M1 wires:
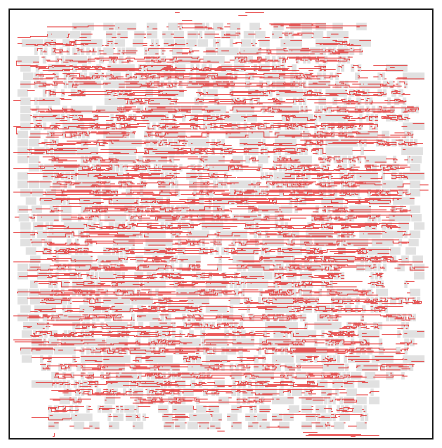
Signal wires on met2:
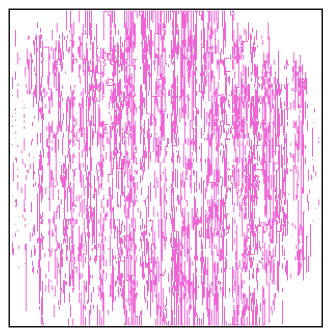
Metal 3:
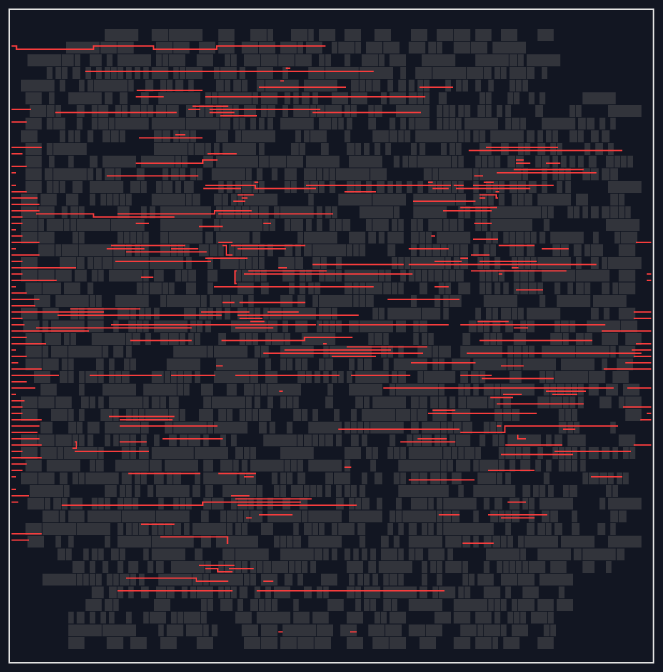
The metal 4 layer:
The bar under the picture is 50 um long.
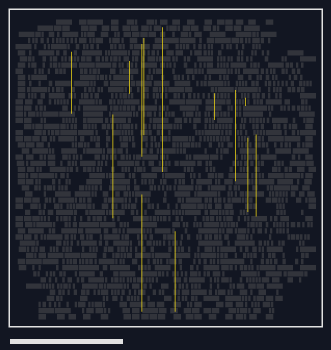
Congestion heat map:
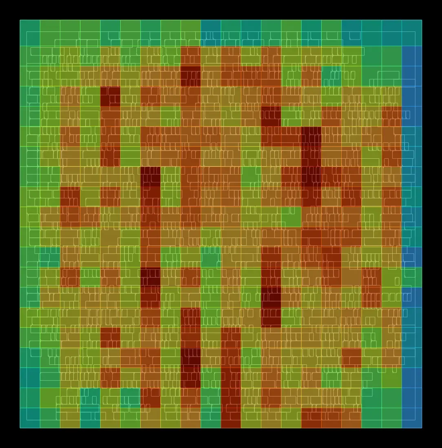
Design csr_regbank_slave, sky130hd; sources not shown.
==> out/qor.log <==
[status] status finished, final reports clean
[logic_synthesis] Distinct lib cells used 33
[final_timing] worst-case clock skew 0.00814 ns
[clock_tree] maximum clock path buffer count 2
[layout] Area Overhead vs Synth 30.1%
[logic_synthesis] area share of and/or/nand/nor cells after synthesis 0.370
[floorplanning] Core Box Area 17800 um^2
[critical_path] cell with the largest stage delay on the worst path sky130_fd_sc_hd__nor2_1
[clock_tree] count of cells resized by post-cts repair 0
[pwr] Reg power frac 0.439
[job] stage-log warning count 26
[critical_path] endpoint arrival time on the critical path 3.60 ns
[final_timing] minimum clock period 3.24 ns
[floorplanning] Die X-Extent 138 um
[logic_synthesis] total of flip-flops plus latches after synthesis 163
[pwr] power drawn by the combinational cells 0.328 mW
[global_routing] via count of the first global-routing pass 9040
[floorplanning] number of well-tap cells placed 229
[route] post-DR vias/cell 5.19
[clock_tree] clock buffers created by TritonCTS 17
[critical_path] cell chain of the critical path clkdlybuf4s50_1, nand2_1, nand2_1, nor2_1, nand2_2, nor3b_4, inv_1, nor2_1, nor2_1, inv_1, o21bai_1, a21oi_1
[logic_synthesis] most common cell in the netlist sky130_fd_sc_hd__nand2_1
[route] DRC errors left 0
[final_timing] hold slack 0.462 ns
[critical_path] Worst Setup Path Type input port to flip-flop
[placed_design] # placed instances 1914
[critical_path] kind of launch point of the worst setup path input port
[critical_path] cell depth of the worst flop-to-flop path 10
[placed_design] DP Wirelength 21.6 mm
[floorplanning] chip height 140 um
[floorplanning] standard-cell rows 49
[logic_synthesis] Post-Synthesis Cell Area 9310 um^2
[layout] Max-area cell class multi-input combinational cells
[route] initial detailed-routing violation count 1067
[critical_path] Crit path depth 12
[layout] layout inverter count without the clock tree 272
[clock_tree] post-CTS repair timing setup buffer count 0
[route] met3 WL post-DR 2.58 mm
[layout] clock network area share 0.0529
[critical_path] Worst path most repeated cell sky130_fd_sc_hd__nor2_1
[route] DR WL met2 13.6 mm
[layout] dominant logic cell types in the final layout sky130_fd_sc_hd__nand2_1 (435), sky130_fd_sc_hd__inv_1 (268), sky130_fd_sc_hd__nor2_1 (208)
[placed_design] worst setup slack before clock tree synthesis 0.533 ns
[placed_design] number of port buffers 206
[clock_tree] Root Buffer sky130_fd_sc_hd__clkbuf_16
[hold_path] worst hold path cell count 2
[floorplanning] floorplan core density 0.523
[global_routing] maximum number of pins on one net before global-route repair 81
[layout] post-route standard cell area excluding fillers 12100 um^2
[placed_design] final weighted congestion in routability-driven placement 0.925
[pwr] proportion of power drawn by combinational gates 0.089
[layout] Multi-input comb cells 1025
[route] Top Layer Used met4
[layout] Comb/total area 0.386
[logic_synthesis] Post-Synth XOR/XNOR Area 0.00188
[layout] final instance count without filler cells 1947
[logic_synthesis] top cells by count sky130_fd_sc_hd__nand2_1 (435), sky130_fd_sc_hd__inv_1 (268), sky130_fd_sc_hd__nor2_1 (210)
[pwr] Switching Share 0.238
[critical_path] Largest delay share family, worst path simple AND/OR/NAND/NOR gates
[pwr] leakage power 5.27 nW
[layout] area taken by multi-input logic gates 4680 um^2
[logic_synthesis] FA/HA/MAJ Cells, Area Fraction 0.00134
[floorplanning] I/O pin count 207
[clock_tree] TritonCTS clock tree done
[layout] count of flip-flops and latches 163
[final_timing] RSZ-0062 raised after global routing false
[critical_path] worst-path fanout max 18
[logic_synthesis] number of warnings issued by yosys 6
[critical_path] CP Capture Type flip-flop
[global_routing] remaining global-route overflow 0
[logic_synthesis] yosys cell count 1528
[pwr] switching power 0.880 mW
[clock_tree] number of clock sinks 163
[final_timing] Setup-failing EPs final 0
[hold_path] hold crit path type flip-flop to flip-flop
[logic_synthesis] area of the synthesized netlist per yosys stat 9310 um^2
[pwr] Clk network pwr share 0.473
[logic_synthesis] cell taking the most area after synthesis sky130_fd_sc_hd__dfxtp_1
[job] Max Cap Violations 0
[clock_tree] hold buffers post-CTS 0
[layout] final net count 1844
[global_routing] initial antenna violation count 0
[critical_path] delay of the slowest cell on the worst path 0.97 ns
[layout] register fraction of the total cell area 0.270
[floorplanning] DIE AREA 19300 um^2
[critical_path] crit path buf inv count 3
[logic_synthesis] post-synthesis async set-or-reset flop share 0
[final_timing] sum of negative setup slack 0 ns
[layout] fraction of layout instances using a drive strength above 1 0.0460
[logic_synthesis] number of flops mapped to enable cells by yosys 0
[layout] number of inserted filler cells in the final layout 1648
[layout] top logic cell by instance count in the layout sky130_fd_sc_hd__nand2_1
[final_timing] number of slew-limit violations in the final report 0
[route] met1 WL 13.1 mm
[critical_path] setup slack on the worst flop-to-flop path 1.50 ns
[layout] number of buffers outside the clock class in the layout 225
[layout] Data buffer area share 0.183
[final_timing] highest attainable clock frequency 309 MHz
[logic_synthesis] aoi/oai-family share of the synthesized area 0.129
[final_timing] crit path setup slack, layout 0.860 ns
[logic_synthesis] number of standard cells after synthesis 1528
[logic_synthesis] largest cells by area after synthesis sky130_fd_sc_hd__dfxtp_1 (35%), sky130_fd_sc_hd__nand2_1 (18%), sky130_fd_sc_hd__inv_1 (11%)
[logic_synthesis] main flop type sky130_fd_sc_hd__dfxtp_1
[pwr] Max power group the clock network
[critical_path] data required time at the worst endpoint 4.46 ns
[clock_tree] clock input transition at the sequential cells of the worst setup and hold paths 0.07 ns
[global_routing] first-pass GRT wire length 46.9 mm
[route] Detail Route Antenna Nets 0
[pwr] total clock network power 1.75 mW
[layout] total area of sequential cells 3260 um^2
[clock_tree] depth of the CTS H-tree 4
[route] number of detailed-routing iterations run before antenna repair 8
[placed_design] total placed instance area 11500 um^2
[logic_synthesis] sequential area share after synthesis 0.351
[layout] Layout clock buffers 19
[pwr] PD cells 306 nW/um^2
[logic_synthesis] syn avg cell area 6.09 um^2
[logic_synthesis] top-area cell type share of the netlist area 0.351
[pwr] Flop+latch power 1.63 mW
[final_timing] transition time at the pin with the least slew margin 1.29 ns
[logic_synthesis] net count after synthesis 1668
[clock_tree] Skew-Pair Late Insertion Delay 0.44 ns
[final_timing] count of endpoints failing hold in the final timing report 0
[pwr] Cell Int Power 2.83 mW
[final_timing] worst slew margin relative to its limit 0.139
[final_timing] share of the clock period used by the worst path after layout 0.790
## Picture notes: 'M1 wires'
The wires run mostly horizontal. The longest straight run is 62.1 um. The layer carries 13100 um of wire. The layer holds 44% of the routed length. 1701 nets have wire on it.
met1 routing resource usage after global routing: 0.426
Post-Route WL: 29.7 mm

## Picture notes: 'signal wires on met2'
The layer holds 46% of the routed length. The wires run mostly vertical. The longest straight run is 57.5 um. The layer carries 13600 um of wire.
met2 layer usage reported by global route: 0.480
total via count after detailed routing: 10100

## Picture notes: 'metal 3'
197 nets have wire on it. The longest straight run is 61.6 um. The wires run mostly horizontal. The layer carries 2580 um of wire.
met3 layer usage reported by global route: 0.0424

## Picture notes: 'the metal 4 layer'
The longest straight run is 63.9 um. The layer carries 454 um of wire. 11 nets have wire on it. The wires run mostly vertical. The layer holds 1.5% of the routed length.

## Picture notes: 'congestion heat map'
GRT Total Usage: 0.301
share of the core filled with cells in the final layout: 0.681
GRT Max-Usage Layer: met2
average wire per cell in the routed design: 15.3 um

Power and IR drop assume default switching activity.
